**config.mk**
```make
export PLATFORM = sky130hd
export DESIGN_NAME = fetch_sequencer
export DESIGN_NICKNAME = d
export VERILOG_FILES = /design/src/rtl/fetch_sequencer.sv
export SDC_FILE = /design/constraint.sdc
export NUM_CORES = 1
export LEC_CHECK = 0
export CAP_MARGIN = 10
export CELL_PAD_IN_SITES_DETAIL_PLACEMENT = 0
export CELL_PAD_IN_SITES_GLOBAL_PLACEMENT = 2
export CORE_MARGIN = 2
export CORE_UTILIZATION = 29
export CTS_BUF_LIST = sky130_fd_sc_hd__clkbuf_8
export CTS_CLUSTER_DIAMETER = 200
export DETAILED_ROUTE_END_ITERATION = 8
export PLACE_DENSITY = 0.86
export REMOVE_ABC_BUFFERS = 1
export SKIP_LAST_GASP = 1
export SYNTH_ARGS = -nofsm -noshare
export SYNTH_HDL_FRONTEND = slang
export SYNTH_SLANG_ARGS = --single-unit
```
**constraint.sdc**
```tcl
create_clock -name clk -period 6.1 [get_ports clk]
set_input_delay 1.22 -clock clk [delete_from_list [all_inputs] [get_ports clk]]
set_output_delay 1.22 -clock clk [all_outputs]
set_load 0.01 [all_outputs]
```
**src/rtl/fetch_sequencer.sv**
```systemverilog
// fetch_sequencer: owns the program counter, fetches one instruction word at a
// time from instruction memory, and holds it for decode and the branch unit.
// Redirects from the branch unit replace the PC. A bl also captures its
// return address in the link register. There is no prefetch, so a redirect
// never has a wrong-path fetch in flight.
//
// state   | meaning
// S_IDLE  | out of reset, no request outstanding
// S_FETCH | request to memory held at pc until imem_ack
// S_FULL  | instruction buffered and presented to decode
module fetch_sequencer #(
  parameter int                    ADDR_WIDTH  = 32,
  parameter int                    INSTR_WIDTH = 32,
  parameter logic [ADDR_WIDTH-1:0] RESET_PC    = '0
) (
  input  logic                   clk,
  input  logic                   rst,
  output logic                   imem_req,
  output logic [ADDR_WIDTH-1:0]  imem_addr,
  input  logic                   imem_ack,
  input  logic [INSTR_WIDTH-1:0] imem_rdata,
  output logic                   instr_valid,
  output logic [INSTR_WIDTH-1:0] instr_out,
  output logic [ADDR_WIDTH-1:0]  instr_pc,
  input  logic                   instr_ready,
  input  logic                   redirect_valid,
  input  logic [ADDR_WIDTH-1:0]  redirect_pc,
  input  logic                   link_en,
  output logic [ADDR_WIDTH-1:0]  link_addr,
  output logic [ADDR_WIDTH-1:0]  instr_count
);

  typedef enum logic [1:0] {
    S_IDLE  = 2'd0,
    S_FETCH = 2'd1,
    S_FULL  = 2'd2
  } state_t;

  state_t                 state, state_nxt;
  logic [ADDR_WIDTH-1:0]  pc, pc_nxt;
  logic [INSTR_WIDTH-1:0] instr_out_nxt;
  logic [ADDR_WIDTH-1:0]  instr_pc_nxt;
  logic [ADDR_WIDTH-1:0]  link_addr_nxt;
  logic [ADDR_WIDTH-1:0]  instr_count_nxt;

  assign imem_addr = pc;

  // State and datapath registers with synchronous reset.
  always_ff @(posedge clk) begin
    if (rst) begin
      state       <= S_IDLE;
      pc          <= RESET_PC;
      instr_out   <= '0;
      instr_pc    <= '0;
      link_addr   <= '0;
      instr_count <= '0;
    end else begin
      state       <= state_nxt;
      pc          <= pc_nxt;
      instr_out   <= instr_out_nxt;
      instr_pc    <= instr_pc_nxt;
      link_addr   <= link_addr_nxt;
      instr_count <= instr_count_nxt;
    end
  end

  // Next-state and decoded outputs; everything holds unless a transition
  // below says otherwise. Acks outside S_FETCH fall through untouched.
  always_comb begin
    state_nxt       = state;
    pc_nxt          = pc;
    instr_out_nxt   = instr_out;
    instr_pc_nxt    = instr_pc;
    link_addr_nxt   = link_addr;
    instr_count_nxt = instr_count;
    imem_req        = 1'b0;
    instr_valid     = 1'b0;

    case (state)
      S_IDLE: begin
        state_nxt = S_FETCH;
      end

      S_FETCH: begin
        imem_req = 1'b1;
        if (imem_ack) begin
          instr_out_nxt = imem_rdata;
          instr_pc_nxt  = pc;
          pc_nxt        = pc + ADDR_WIDTH'(1);
          state_nxt     = S_FULL;
        end
      end

      S_FULL: begin
        instr_valid = 1'b1;
        if (redirect_valid) begin
          // A resolved branch consumes the instruction even if decode stalls.
          pc_nxt          = redirect_pc;
          state_nxt       = S_FETCH;
          instr_count_nxt = instr_count + ADDR_WIDTH'(1);
          if (link_en) begin
            link_addr_nxt = instr_pc + ADDR_WIDTH'(1);
          end
        end else if (instr_ready) begin
          // pc already advanced on the fetch, so it is the sequential next PC.
          state_nxt       = S_FETCH;
          instr_count_nxt = instr_count + ADDR_WIDTH'(1);
        end
      end

      default: begin
        state_nxt = S_IDLE;
      end
    endcase
  end

endmodule

```
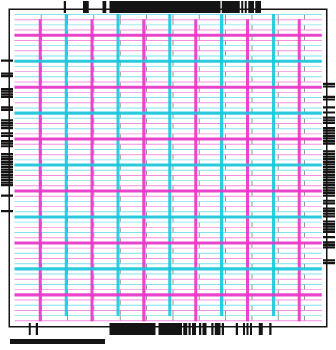
(floorplan with the power grid)
The bar under the picture is 50 um long. Pins as bars on the die edge. Tap cells in gray.
color	net
magenta	VSS
cyan	VDD
met1 rails	60
signal pins	232
rows	59

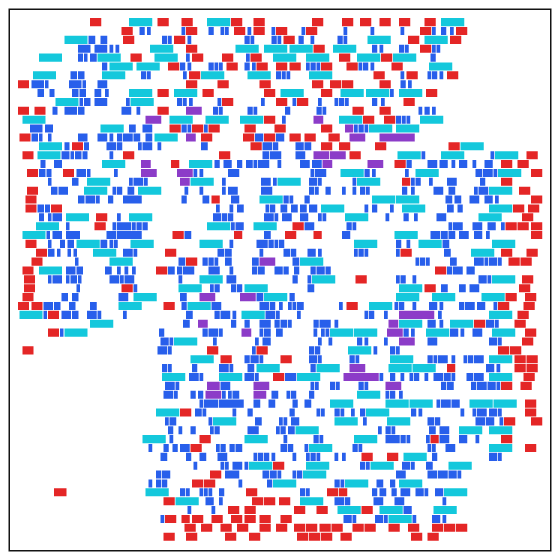
(placed cells, one color a class)
color	class	cells	share of their area
blue	remaining logic cells	740	40%
purple	clock drivers and dummy loads	31	4.2%
cyan	registers	162	32%
red	remaining buffers and delay cells	240	24%

==> flow_summary.json <==
{
  "hold_path_end": "instr_out[7]",
  "hp-class": "register to register",
  "design.die.area_sq_um": 27400,
  "synth-seq-area-share": 0.429,
  "count_of_input_and_output_buffers": 231,
  "instance_count_on_the_critical_path": 7,
  "nNetsFinal": 1234,
  "netlist_instances": 967,
  "tightestPinTransition_ns": 1.04,
  "reg2reg_depth": 6,
  "final_critical_path_setup_slack_ns": 2.45,
  "area_share_nonclk_buffers": 0.226,
  "cts.path.max_buffers": 2,
  "drt-pass1-iter-count": 4,
  "worst_setup_path_endpoint": "imem_addr[31]",
  "dp_hpwl_mm": 17.5,
  "drc_violation_count_after_routing": 0,
  "postPlaceCellArea_sq_um": 10100,
  "layout.cells.largest_class": "logic gates",
  "cts-buffers-inserted": 17,
  "power.share.switching": 0.271,
  "yosys_most_used_dff": "dfxtp_1",
  "power_density_over_the_cells_nw_per_um2": 211,
  "area_growth_from_synthesis_to_final_layout_pct": 39.3,
  "worst_path_largest_cell_delay_ns": 0.69,
  "clk_transition_reported_paths_ns": 0.09,
  "power.share.combinational": 0.108,
  "grt_start_max_net_pins": 68,
  "first_pass_grt_wire_length_mm": 38.3,
  "layout.non_clock_buffers": 240,
  "share_clk_of_total_power": 0.389,
  "grt_antenna_before_repair": 3,
  "max_slew_margin": 0.310,
  "rr_endpoint": "imem_addr[31]",
  "hold_viol_final": 0,
  "cts_tree": "built",
  "worst_hold_path.num_cells": 2,
  "warning_count": 25,
  "clkLatencyLatePin_ns": 0.45,
  "layout_top_cells": "230 x clkdlybuf4s50_1, 200 x nand2_1, 162 x dfxtp_1",
  "first_global_vias": 6789,
  "critical_path.reg2reg.startpoint": "state[0]",
  "postSynth.asyncResetShare": 0,
  "synth_cell_types": 59,
  "wl_mm": 25.0,
  "lay_top_count": "clkdlybuf4s50_1",
  "dp_cells": 1477,
  "place.gp.congestion": 0.783,
  "crit_path_end_kind": "register",
  "top_cells_by_area": "dfxtp_1 43%, nand2_1 9.9%, a21oi_1 6.5%",
  "enable_flop_cells": 0,
  "timing.hold.ws_ns": 0.456,
  "die_y_um": 166,
  "synth_warnings": 0,
  "design.seq.count": 162,
  "cts_sinks": 162,
  "yosysMostFrequentCell": "nand2_1",
  "post_synth.cell_area_avg_sq_um": 7.83,
  "final_slew_viol_count": 0,
  "design.core.area_sq_um": 25800,
  "layout.filler_cells": 2703,
  "run_status": "completed",
  "register_area_sq_um": 3240,
  "p_leak_uw": 0.00344,
  "r2r_setup_slk_ns": 3.14,
  "area_of_the_mapped_netlist_sq_um": 7570,
  "maxCapViolCount": 0,
  "worst-path-max-fanout": 42,
  "final_design_area_no_fill_sq_um": 10500,
  "post_route_cells_drive_above_1_share": 0.0494,
  "multi_input_comb_cells": 729,
  "globalRouteOverflowTotal": 0,
  "power-top-group": "registers",
  "groute.usage.overall": 0.178,
  "crit_path_start": "imem_ack",
  "critPathTopFamily": "simple AND/OR/NAND/NOR gates",
  "layout.non_clock_inverters": 11,
  "post_cts_resize_count": 0
}
==> layer usage <==
layer,global-route usage,routed length (um),part of all wire
met1,0.242,11400,0.46
met4,0.0572,537,0.022
met2,0.280,11800,0.47
met3,0.0400,1230,0.049
met5,0,0,0
==> flip-flops by register name (all words and copies together), names as in the netlist <==
name / cells
link_addr: 32
instr_count: 32
imem_addr: 32
instr_out: 32
instr_pc: 32
state: 2
==> tightest hold or removal path, cell delays in order (launching register included) <==
cell and delay, ns:
dfxtp_1 0.32, nand2_1 0.05, a21oi_1 0.05
==> logic make-up after synthesis <==
logic type | share of synthesized area
xor gates and xnor gates | 0.0590
and+or+nand+nor | 0.295
muxes | 0.0183
DFF | 0.429
adders and majority gates | 0.00496
buffers and inverters | 0.0393
AOI/OAI and AO/OA | 0.155
Power and IR drop assume default switching activity.
